===== src/rtl/adder_operand_gather.sv =====
// adder_operand_gather
// Packs four consecutive W-bit operands plus a carry-in into the 4*W+1-bit
// input group of the 4-operand adder, and holds the group until accepted.
// ins layout: [W-1:0]=x, [2W-1:W]=y, [3W-1:2W]=z, [4W-1:3W]=w, [4W]=cin.
//
// Optional build macro GATHER_TIMEOUT_EN: a partial group that sees TIMEOUT
// idle cycles is closed early with its unwritten slots and cin at 0.
//
// state   | meaning
// COLLECT | accepting operand beats into slots x, y, z, w in order
// FULL    | group complete; ins held stable until out_ready

module adder_operand_gather #(
    parameter int W       = 8,
    parameter int TIMEOUT = 16
) (
    input  logic           clk,
    input  logic           rst,
    input  logic           in_valid,
    output logic           in_ready,
    input  logic [W-1:0]   in_data,
    input  logic           in_cin,
    input  logic           flush,
    output logic           out_valid,
    input  logic           out_ready,
    output logic [4*W:0]   ins,
    output logic [2:0]     fill
);

    typedef enum logic {
        COLLECT = 1'b0,
        FULL    = 1'b1
    } state_t;

    state_t       state, state_nxt;
    logic [4*W:0] ins_nxt;
    logic [2:0]   fill_nxt;
    logic         accept;
    logic         timeout_fire;

    // in_ready also drops on the cycle a timeout closes the group, so a
    // beat arriving then cannot land in a group that is being committed.
    assign in_ready  = (state == COLLECT) && !flush && !rst && !timeout_fire;
    assign accept    = in_valid && in_ready;
    assign out_valid = (state == FULL);

`ifdef GATHER_TIMEOUT_EN
    localparam int TW = $clog2(TIMEOUT + 1);

    logic [TW-1:0] idle_cnt;

    // Count idle cycles while a partial group is waiting; saturates at TIMEOUT.
    always_ff @(posedge clk) begin
        if (rst || (state != COLLECT) || flush || accept || (fill == 3'd0)) begin
            idle_cnt <= '0;
        end else if (idle_cnt != TW'(TIMEOUT)) begin
            idle_cnt <= idle_cnt + TW'(1);
        end
    end

    assign timeout_fire = (state == COLLECT) && (fill != 3'd0) &&
                          (idle_cnt == TW'(TIMEOUT));
`else
    // Without the timeout a partial group simply waits for more beats.
    logic timeout_unused;
    assign timeout_unused = (TIMEOUT > 0);
    assign timeout_fire   = 1'b0;
`endif

    // State, group bus and slot count register.
    always_ff @(posedge clk) begin
        if (rst) begin
            state <= COLLECT;
            ins   <= '0;
            fill  <= 3'd0;
        end else begin
            state <= state_nxt;
            ins   <= ins_nxt;
            fill  <= fill_nxt;
        end
    end

    // Next-state: slot writes, group completion, flush and handoff.
    always_comb begin
        state_nxt = state;
        ins_nxt   = ins;
        fill_nxt  = fill;
        case (state)
            COLLECT: begin
                if (flush) begin
                    ins_nxt  = '0;
                    fill_nxt = 3'd0;
                end else if (timeout_fire) begin
                    // Remaining slots and cin are already 0 from the last clear.
                    state_nxt = FULL;
                    fill_nxt  = 3'd4;
                end else if (accept) begin
                    case (fill[1:0])
                        2'd0:    ins_nxt[W-1:0]     = in_data;
                        2'd1:    ins_nxt[2*W-1:W]   = in_data;
                        2'd2:    ins_nxt[3*W-1:2*W] = in_data;
                        default: begin
                            ins_nxt[4*W-1:3*W] = in_data;
                            ins_nxt[4*W]       = in_cin;
                            state_nxt          = FULL;
                        end
                    endcase
                    fill_nxt = fill + 3'd1;
                end
            end
            FULL: begin
                // flush is deliberately ignored here: the group is committed.
                if (out_ready) begin
                    state_nxt = COLLECT;
                    ins_nxt   = '0;
                    fill_nxt  = 3'd0;
                end
            end
            default: begin
                state_nxt = COLLECT;
                ins_nxt   = '0;
                fill_nxt  = 3'd0;
            end
        endcase
    end

endmodule


===== config.mk =====
export PLATFORM = sky130hd
export DESIGN_NAME = adder_operand_gather
export DESIGN_NICKNAME = d
export VERILOG_FILES = /design/src/rtl/adder_operand_gather.sv
export SDC_FILE = /design/constraint.sdc
export NUM_CORES = 1
export LEC_CHECK = 0
export CORE_ASPECT_RATIO = 0.7
export CORE_MARGIN = 5
export CORE_UTILIZATION = 48
export CTS_BUF_LIST = sky130_fd_sc_hd__clkbuf_8
export DETAILED_ROUTE_END_ITERATION = 7
export PLACE_DENSITY = 0.86
export SKIP_LAST_GASP = 1
export SYNTH_ARGS = -nofsm -noshare
export SYNTH_HDL_FRONTEND = slang
export SYNTH_SLANG_ARGS = --single-unit

===== constraint.sdc =====
create_clock -name clk -period 2.5 [get_ports clk]
set_input_delay 0.75 -clock clk [delete_from_list [all_inputs] [get_ports clk]]
set_output_delay 0.75 -clock clk [all_outputs]
set_load 0.005 [all_outputs]

==> results_dict.tcl <==
# yosys + openroad results
set metrics [dict create \
    status "complete, no violations" \
    drtIter0Drc 67 \
    cts.sink_count 37 \
    cts.clk_slew.worst_paths_ns 0.07 \
    fin_skew_ns 0.00395 \
    tightest_slew_ns 0.649 \
    portBuffers 51 \
    yosysCellCount 112 \
    end_kind "primary output" \
    post_drt_via_cell_ratio 5.70 \
    peakVddDrop_mv 0.419 \
    layout.nets 184 \
    initial_core_util_pct 49.8 \
    postSynthSeqShare_pct 53.0 \
    n_antenna_cell 0 \
    crit_fanout 2 \
    drive_above_1_share_pct 10.2 \
    dp_slack_ns -0.214 \
    final_common_cell "clkdlybuf4s50_1" \
    drtAntennaViolNets 0 \
    reg2reg_to "ins[16]" \
    worstPathRequired_ns 1.75 \
    die-area_um2 4100 \
    finalWirelength_mm 3.55 \
    syn_inst 112 \
    syn_area_um2 1400 \
    yosysTopAreaCell "dfxtp_1" \
    seqPwrFrac_pct 51.0 \
    io_pins 52 \
    combPwrFrac_pct 11.8 \
    min_to "ins[6]" \
    gp_congestion 0.822 \
    coreArea_um2 2800 \
    max_freq_ghz 0.411 \
    reg2reg_depth 5 \
    grt_pass1_vias 1144 \
    internal_power_mw 0.934 \
    top_cells_by_area "dfxtp_1, a32o_1, a22o_1, ha_1, a211o_1" \
    lay_top_cells "clkdlybuf4s50_1, dfxtp_1, a32o_1, a22o_1, clkbuf_8" \
    grt_max_degree 27 \
    cap_violations 0 \
    fp.dieH_um 55.1 \
    hpwl_mm 2.56 \
    dr_total_vias 1158 \
    min_path_cells 1 \
    die_w_um 74.5 \
    cts_made_buffers 5 \
    drv_slew 0 \
    cts_tree "yes" \
    syn_to_final_growth_pct 44.4 \
    startpoint_type "input port" \
    final-hold-violation-count 0 \
    insertion_delay_ns 0.29 \
    cts_buffer_depth 2 \
    rsz0062_at_grt "no" \
    fin_ws_ns 0.0643 \
    r2r_start "fill[0]" \
    cts_post_setup_buffers_inserted 0 \
    top_cell_area_share_pct 53.0 \
    cts-root-buf "clkbuf_8" \
    htreeDepth 2 \
    fill_cells 208 \
    cts_hold_buf 0 \
    openroad.warnings 29 \
]
-- sequential cells by signal, indices dropped and copies added, names as in the netlist --
signal     count
ins           33
out_valid      1
fill           3
-- stage by stage --
step                TNS, ns  instance area (um2)  hold slack [ns]  std cells
CTS                       0                 2020            0.471        203
global placement     -0.212                 1920            0.446        195
floorplan                 0                 1400            0.466        112
detailed placement   -0.214                 1920            0.455        195
global route              0                 2020            0.493        203
finish                    0                 2020            0.471        203
-- kinds of logic (layout without fill, tap and decap cells) --
| family | after synthesis | in the layout | share of synthesized area [%] |
|---|---|---|---|
| AND/OR/NAND/NOR | 13 | 13 | 5.65 |
| adder cells (fa/ha/maj) | 4 | 4 | 3.58 |
| buffers and inverters | 9 | 64 | 4.75 |
| multiplexers | 3 | 3 | 2.24 |
| flip-flops | 37 | 37 | 53.0 |
| AND-OR/OR-AND | 46 | 46 | 30.7 |
-- per-layer routing --
metal | up-vias | global-route usage [%] | wire length, um
met3 | 5 | 4.15 | 197
met2 | 42 | 27.4 | 1570
met1 | 553 | 25.0 | 1720
met4 | 0 | 10.9 | 61
li1 | 558 | - | -
met5 | - | 0 | 0
-- worst max-delay path by stage --
| stage | to | cells past startpoint | start |
|---|---|---|---|
| global route | in_ready | 3 | flush |
| floorplan | in_ready | 3 | flush |
| detailed placement | in_ready | 3 | flush |
| finish | in_ready | 3 | flush |
| CTS | in_ready | 3 | flush |
| global placement | in_ready | 3 | flush |
-- final cells by class --
type	instances	area [um2]	share of cell area [%]
flip-flops and latches	37	741	36.7
multi-input cells	66	589	29.2
clock inverters	1	5.00	0.248
well taps	36	45.0	2.23
inverters	2	7.51	0.372
repair buffers	54	532	26.4
clock buffers	7	96.3	4.78
-- Yosys cell counts --
master     n
a21oi_2    3
buf_4      2
inv_1      2
a22o_1     9
mux2_1     1
nand3_1    1
mux2i_1    2
nor2b_1    1
dfxtp_1   37
ha_1       4
o21ai_1    3
nor2_1     1
nand2b_1   3
buf_6      3
a211o_1    4
buf_2      2
nor3_4     1
and4b_1    1
a32o_1    24
nand2_1    5
a21oi_1    1
o31ai_2    1
a21oi_4    1
-- power by group through the flow --
stage	registers, mW	logic (mW)	clock network (mW)
2_1_floorplan	0.632	0.0631	0
3_3_place_gp	0.631	0.137	0
3_5_place_dp	0.632	0.142	0
4_1_cts	0.619	0.142	0.461
5_1_grt	0.620	0.154	0.484
6_report	0.619	0.143	0.453
-- worst max-delay path, stage by stage --
cell	delay, ns
clkdlybuf4s50_1	0.46
nor3_4	0.22
dlygate4sd2_1	0.26
Fig. 1: I/O nets highlighted
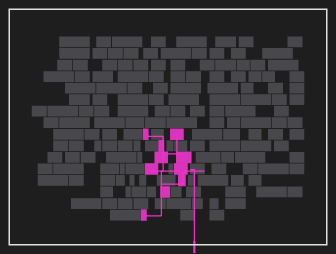
| port | color | direction | edge | end cells | buffers | wire |
|---|---|---|---|---|---|---|
| in_valid | magenta | input | bottom | 10 | 1 | 75.4 um |

Fig. 2: routing congestion map
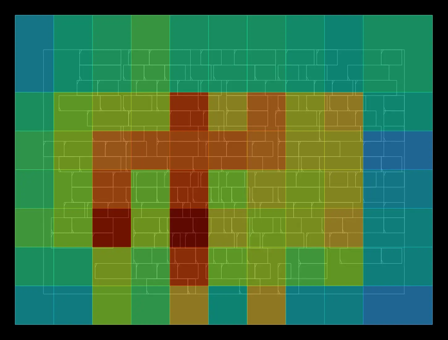
met3 Use GR: 4.15%
DR WL/cell: 17.5 um
final core occ: 71.9%
GR Util met2: 27.4%
met1 usage: 25.0%

Fig. 3: placed cells, one color a class
Scale bar: 20 um. Fill, decap, tap and diode cells in gray.
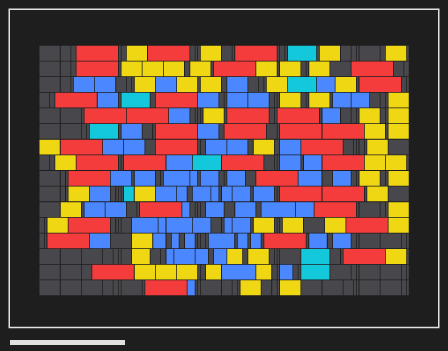
| class | color | cells |
|---|---|---|
| sequential cells | red | 37 |
| combinational and other logic | blue | 68 |
| clock drivers and dummy loads | cyan | 8 |
| remaining buffers and delay cells | yellow | 54 |

Power and IR drop assume default switching activity.
